File: config.mk
export PLATFORM = sky130hd
export DESIGN_NAME = t_ff_counter_bank_flat
export DESIGN_NICKNAME = d
export VERILOG_FILES = /design/src/rtl/t_ff_counter_bank_if.sv /design/src/rtl/t_ff_counter_bank.sv /design/src/flat_wrapper.sv
export SDC_FILE = /design/constraint.sdc
export NUM_CORES = 1
export LEC_CHECK = 0
export CORE_ASPECT_RATIO = 0.8
export CORE_MARGIN = 4
export CORE_UTILIZATION = 30
export CTS_BUF_LIST = sky130_fd_sc_hd__clkbuf_4 sky130_fd_sc_hd__clkbuf_8 sky130_fd_sc_hd__clkbuf_16
export CTS_CLUSTER_SIZE = 25
export DETAILED_ROUTE_END_ITERATION = 16
export SLEW_MARGIN = 0
export SYNTH_ARGS = -nofsm -noshare
export SYNTH_HDL_FRONTEND = slang
export SYNTH_SLANG_ARGS = --single-unit
export TNS_END_PERCENT = 5
File: constraint.sdc
create_clock -name clk -period 1.9 [get_ports clk]
set_input_delay 0.38 -clock clk [delete_from_list [all_inputs] [get_ports clk]]
set_output_delay 0.38 -clock clk [all_outputs]
set_load 0.05 [all_outputs]
File: src/rtl/t_ff_counter_bank_if.sv
// Control/status bundle for t_ff_counter_bank: mode, load and toggle inputs
// plus the Q/Qb state, terminal count and wrap pulse outputs.
interface t_ff_counter_bank_if #(
  parameter int unsigned WIDTH = 4
);
  logic             en;
  logic [1:0]       mode;
  logic             load;
  logic [WIDTH-1:0] load_val;
  logic [WIDTH-1:0] T;
  logic [WIDTH-1:0] Q;
  logic [WIDTH-1:0] Qb;
  logic             tc;
  logic             wrap;

  modport master (
    output en, mode, load, load_val, T,
    input  Q, Qb, tc, wrap
  );

  modport slave (
    input  en, mode, load, load_val, T,
    output Q, Qb, tc, wrap
  );
endinterface

File: src/rtl/t_ff_counter_bank.sv
// Parametrised bank of T flip-flops: per-bit toggle, mod-MOD up/down T-chain
// counter, hold and parallel load, with a registered one-cycle wrap pulse.
module t_ff_counter_bank #(
  parameter int unsigned WIDTH   = 4,
  parameter int unsigned MOD     = 2**WIDTH,
  parameter int unsigned RST_VAL = 0
) (
  input  logic                 clk,
  input  logic                 Rst,
  t_ff_counter_bank_if.slave   bus
);

  typedef enum logic [1:0] {
    MODE_HOLD   = 2'b00,
    MODE_TOGGLE = 2'b01,
    MODE_UP     = 2'b10,
    MODE_DOWN   = 2'b11
  } mode_e;

  localparam logic [WIDTH-1:0] MAX_V = WIDTH'(MOD - 1);
  localparam logic [WIDTH:0]   MOD_W = (WIDTH+1)'(MOD);
  localparam logic [WIDTH-1:0] RST_Q = WIDTH'(RST_VAL);

  logic [WIDTH-1:0] q_q, q_d;
  logic             wrap_q, wrap_d;
  logic [WIDTH-1:0] tmask;
  mode_e            mode;

  assign mode = mode_e'(bus.mode);

  // T-chain: bit i toggles when every lower bit is 1, which yields Q+1
  always_comb begin
    tmask    = '0;
    tmask[0] = 1'b1;
    for (int unsigned i = 1; i < WIDTH; i++) begin
      tmask[i] = tmask[i-1] & q_q[i-1];
    end
  end

  always_comb begin
    q_d    = q_q;
    wrap_d = 1'b0;
    if (bus.load) begin
      q_d = bus.load_val;
    end else if (bus.en) begin
      unique case (mode)
        MODE_HOLD:   q_d = q_q;
        MODE_TOGGLE: q_d = q_q ^ bus.T;
        MODE_UP: begin
          if (q_q >= MAX_V) begin
            q_d    = '0;
            wrap_d = 1'b1;
          end else begin
            q_d = q_q ^ tmask;
          end
        end
        MODE_DOWN: begin
          if (q_q == '0) begin
            q_d    = MAX_V;
            wrap_d = 1'b1;
          end else if ({1'b0, q_q} >= MOD_W) begin
            q_d = MAX_V;
          end else begin
            q_d = q_q - 1'b1;
          end
        end
        default: q_d = q_q;
      endcase
    end
  end

  always_ff @(posedge clk or negedge Rst) begin
    if (!Rst) begin
      q_q    <= RST_Q;
      wrap_q <= 1'b0;
    end else begin
      q_q    <= q_d;
      wrap_q <= wrap_d;
    end
  end

  assign bus.Q    = q_q;
  assign bus.Qb   = ~q_q;
  assign bus.wrap = wrap_q;
  assign bus.tc   = (mode == MODE_UP)   ? (q_q == MAX_V) :
                    (mode == MODE_DOWN) ? (q_q == '0)    : 1'b0;

endmodule

File: src/flat_wrapper.sv
// flat-port wrapper written by rule: the top's interface ports become plain ports
module t_ff_counter_bank_flat 
#(
  parameter int unsigned WIDTH   = 4,
  parameter int unsigned MOD     = 2**WIDTH,
  parameter int unsigned RST_VAL = 0
)
  (clk, Rst, bus_en, bus_mode, bus_load, bus_load_val, bus_T, bus_Q, bus_Qb, bus_tc, bus_wrap);
  t_ff_counter_bank_if #(.WIDTH(WIDTH)) bus_i ();
  input  logic clk;
  input  logic Rst;
  input wire logic [$bits(bus_i.en)-1:0] bus_en;
  input wire logic [$bits(bus_i.mode)-1:0] bus_mode;
  input wire logic [$bits(bus_i.load)-1:0] bus_load;
  input wire logic [$bits(bus_i.load_val)-1:0] bus_load_val;
  input wire logic [$bits(bus_i.T)-1:0] bus_T;
  output wire logic [$bits(bus_i.Q)-1:0] bus_Q;
  output wire logic [$bits(bus_i.Qb)-1:0] bus_Qb;
  output wire logic [$bits(bus_i.tc)-1:0] bus_tc;
  output wire logic [$bits(bus_i.wrap)-1:0] bus_wrap;
  assign bus_i.en = bus_en;
  assign bus_i.mode = bus_mode;
  assign bus_i.load = bus_load;
  assign bus_i.load_val = bus_load_val;
  assign bus_i.T = bus_T;
  assign bus_Q = bus_i.Q;
  assign bus_Qb = bus_i.Qb;
  assign bus_tc = bus_i.tc;
  assign bus_wrap = bus_i.wrap;
  t_ff_counter_bank #(.WIDTH(WIDTH), .MOD(MOD), .RST_VAL(RST_VAL)) u_core (.clk(clk), .Rst(Rst), .bus(bus_i));
endmodule
==> results.yml <==
# synthesis and place-and-route metrics
outcome:
  status: "finished, violations left"
  violations: "setup timing"
logic_synthesis:
  synth_cell_types: 32
  yosys_warnings: 0
  synth-edff-count: 0
  ys_ff: 5
  floorplan.nets: 81
  async_reset_ff_share_pct: 100
  synthCells: 64
  yosys_cells: 64
die:
  die_x_um: 54.1
  fp.dieH_um: 44.9
  core_area_mm2: 0.00161
  dieArea_mm2: 0.00243
critical_path:
  slowest_delay_ns: 0.50
  crit_path_start: "u_core.bus.Q[0]"
  crit_chain: "clkinvlp_4, ha_4, nand2_4, nor3_4, nor2_4, nor2_4, buf_12"
  cp.depth: 7
  cp.arrival_ns: 1.55
  path_delay_family: "flip-flops"
  r2r_cells: 5
  worst_setup_path_start_kind: "flop"
  crit_fanout: 4
  regToRegSetupSlack_ns: 0.16
  critPathMostFrequentCell: "nor2_4"
timing:
  fin_crit_sh_pct: 101
  worst_slack_ns: -0.0266
  clock.fmax_ghz: 0.519
  setup_viol: 1
  min_period_ns: 1.93
  holdWs_ns: 0.351
  tightest_slew_ns: 0.364
  hold_violations: 0
global_route:
  grt_start_max_net_pins: 12
  antenna_found_initial: 0
power:
  powerDensity_mw_per_mm2: 656
  power_uw: 629
  power_leader: "combinational logic"
  intPower_uw: 373
  pwr-share-seq_pct: 22.9
routing:
  avgViaCountPerCell: 4.92
  detail-route-antenna-nets: 0
  dr.pass1.iters: 4
final_layout:
  fillers: 140
  lay_top_count: "buf_4"
cts:
  cts_root_buf: "clkbuf_4"
  cts_hold_buf: 0
job:
  openroad.warnings: 30
  cap_violations: 0
worst_hold_path:
  hold_class: "primary input to async pin"
## cells in the mapped netlist (all sizes together) (3+ instances only)
cell type  number  share of area, %
buf             3               4.2
ha              3               7.4
nor2            7               5.1
a21o            3               4.4
nor3            3               2.9
a21oi           4               3.9
nand2           4               2.9
dfrtp           5                25
inv             5               3.7
## repair_timing
action	CTS	global route
buffers inserted	6	6
pin swaps	4	4
gates resized	6	2
endpoints found under the setup margin	1	1
## per-layer routing
layer / global-route usage, % / wire length (um) / vias to the layer above
met5: 0 / 0 / -
met4: 0 / 0 / 0
met3: 6.27 / 113 / 0
met2: 22.9 / 747 / 17
met1: 18.4 / 740 / 285
li1: - / - / 308
## cell families after synthesis
kind of cell,after synthesis,share of synthesized area (%)
AND/OR/NAND/NOR,20,18.9
buffers and inverters,10,9.31
XOR/XNOR,3,5.15
adder cells (fa/ha/maj),3,7.35
AND-OR/OR-AND,22,32.6
multiplexers,1,2.21
flip-flops,5,24.5
## metrics by stage
stage / cells / setup TNS [ns] / cell area (um^2) / setup slack (ns)
after floorplan: 64 / -0.131 / 551 / -0.0528
after global placement: 108 / -0.0880 / 810 / -0.0586
after detailed placement: 108 / -0.0299 / 810 / -0.0184
after CTS: 118 / -0.0667 / 905 / -0.0667
after global routing: 124 / -0.0967 / 960 / -0.0967
final: 124 / -0.0266 / 960 / -0.0266
## area by class of cell
cell class / count / area, um^2 / area share [%]
multi-input cells: 49 / 397 / 41.3
inverters: 5 / 26.3 / 2.74
well taps: 22 / 27.5 / 2.87
clock buffers: 4 / 30.0 / 3.13
repair buffers: 39 / 349 / 36.4
flip-flops and latches: 5 / 130 / 13.6
## state kept, by name, indices dropped and copies added (netlist names)
register,count
u_core.bus.Q,4
u_core.bus.wrap,1
**Local utilization**

Drawn at 6 px/um. 11 x 9 tiles, from white (low) to dark blue (high), 0 to 100% covered.
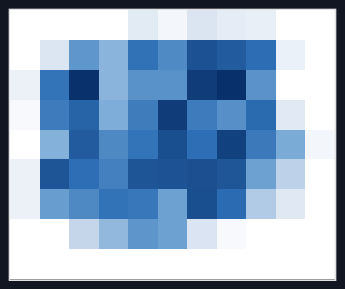
tiles over 75% full = 21%
densest ninth of the die = middle
emptiest ninth of the die = bottom right
final core occ: 59.6%
Initial Util: 31.7%

**M3 wires**

Drawn at 8 px/um. Cells faint in the background.
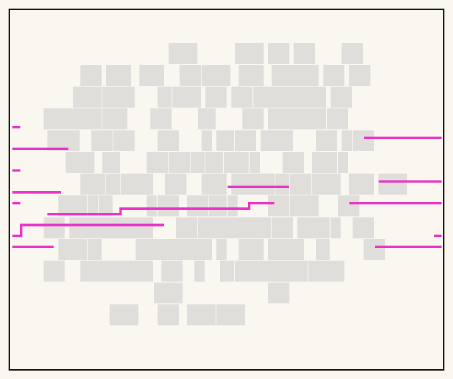
nets with wire on the layer = 14
wire length on this layer = 113 um
total wire length: 1.60 mm
met3 GRT Util: 6.27%
vias: 610

**Clock wiring as the flow saved it**

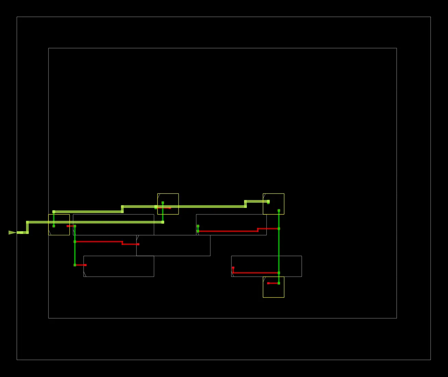
Final Skew: 0.00793 ns
clk pwr: 142 uW
Latency at later pin: 0.25 ns

Power figures rest on the tool's default switching activity, not on a simulated workload.
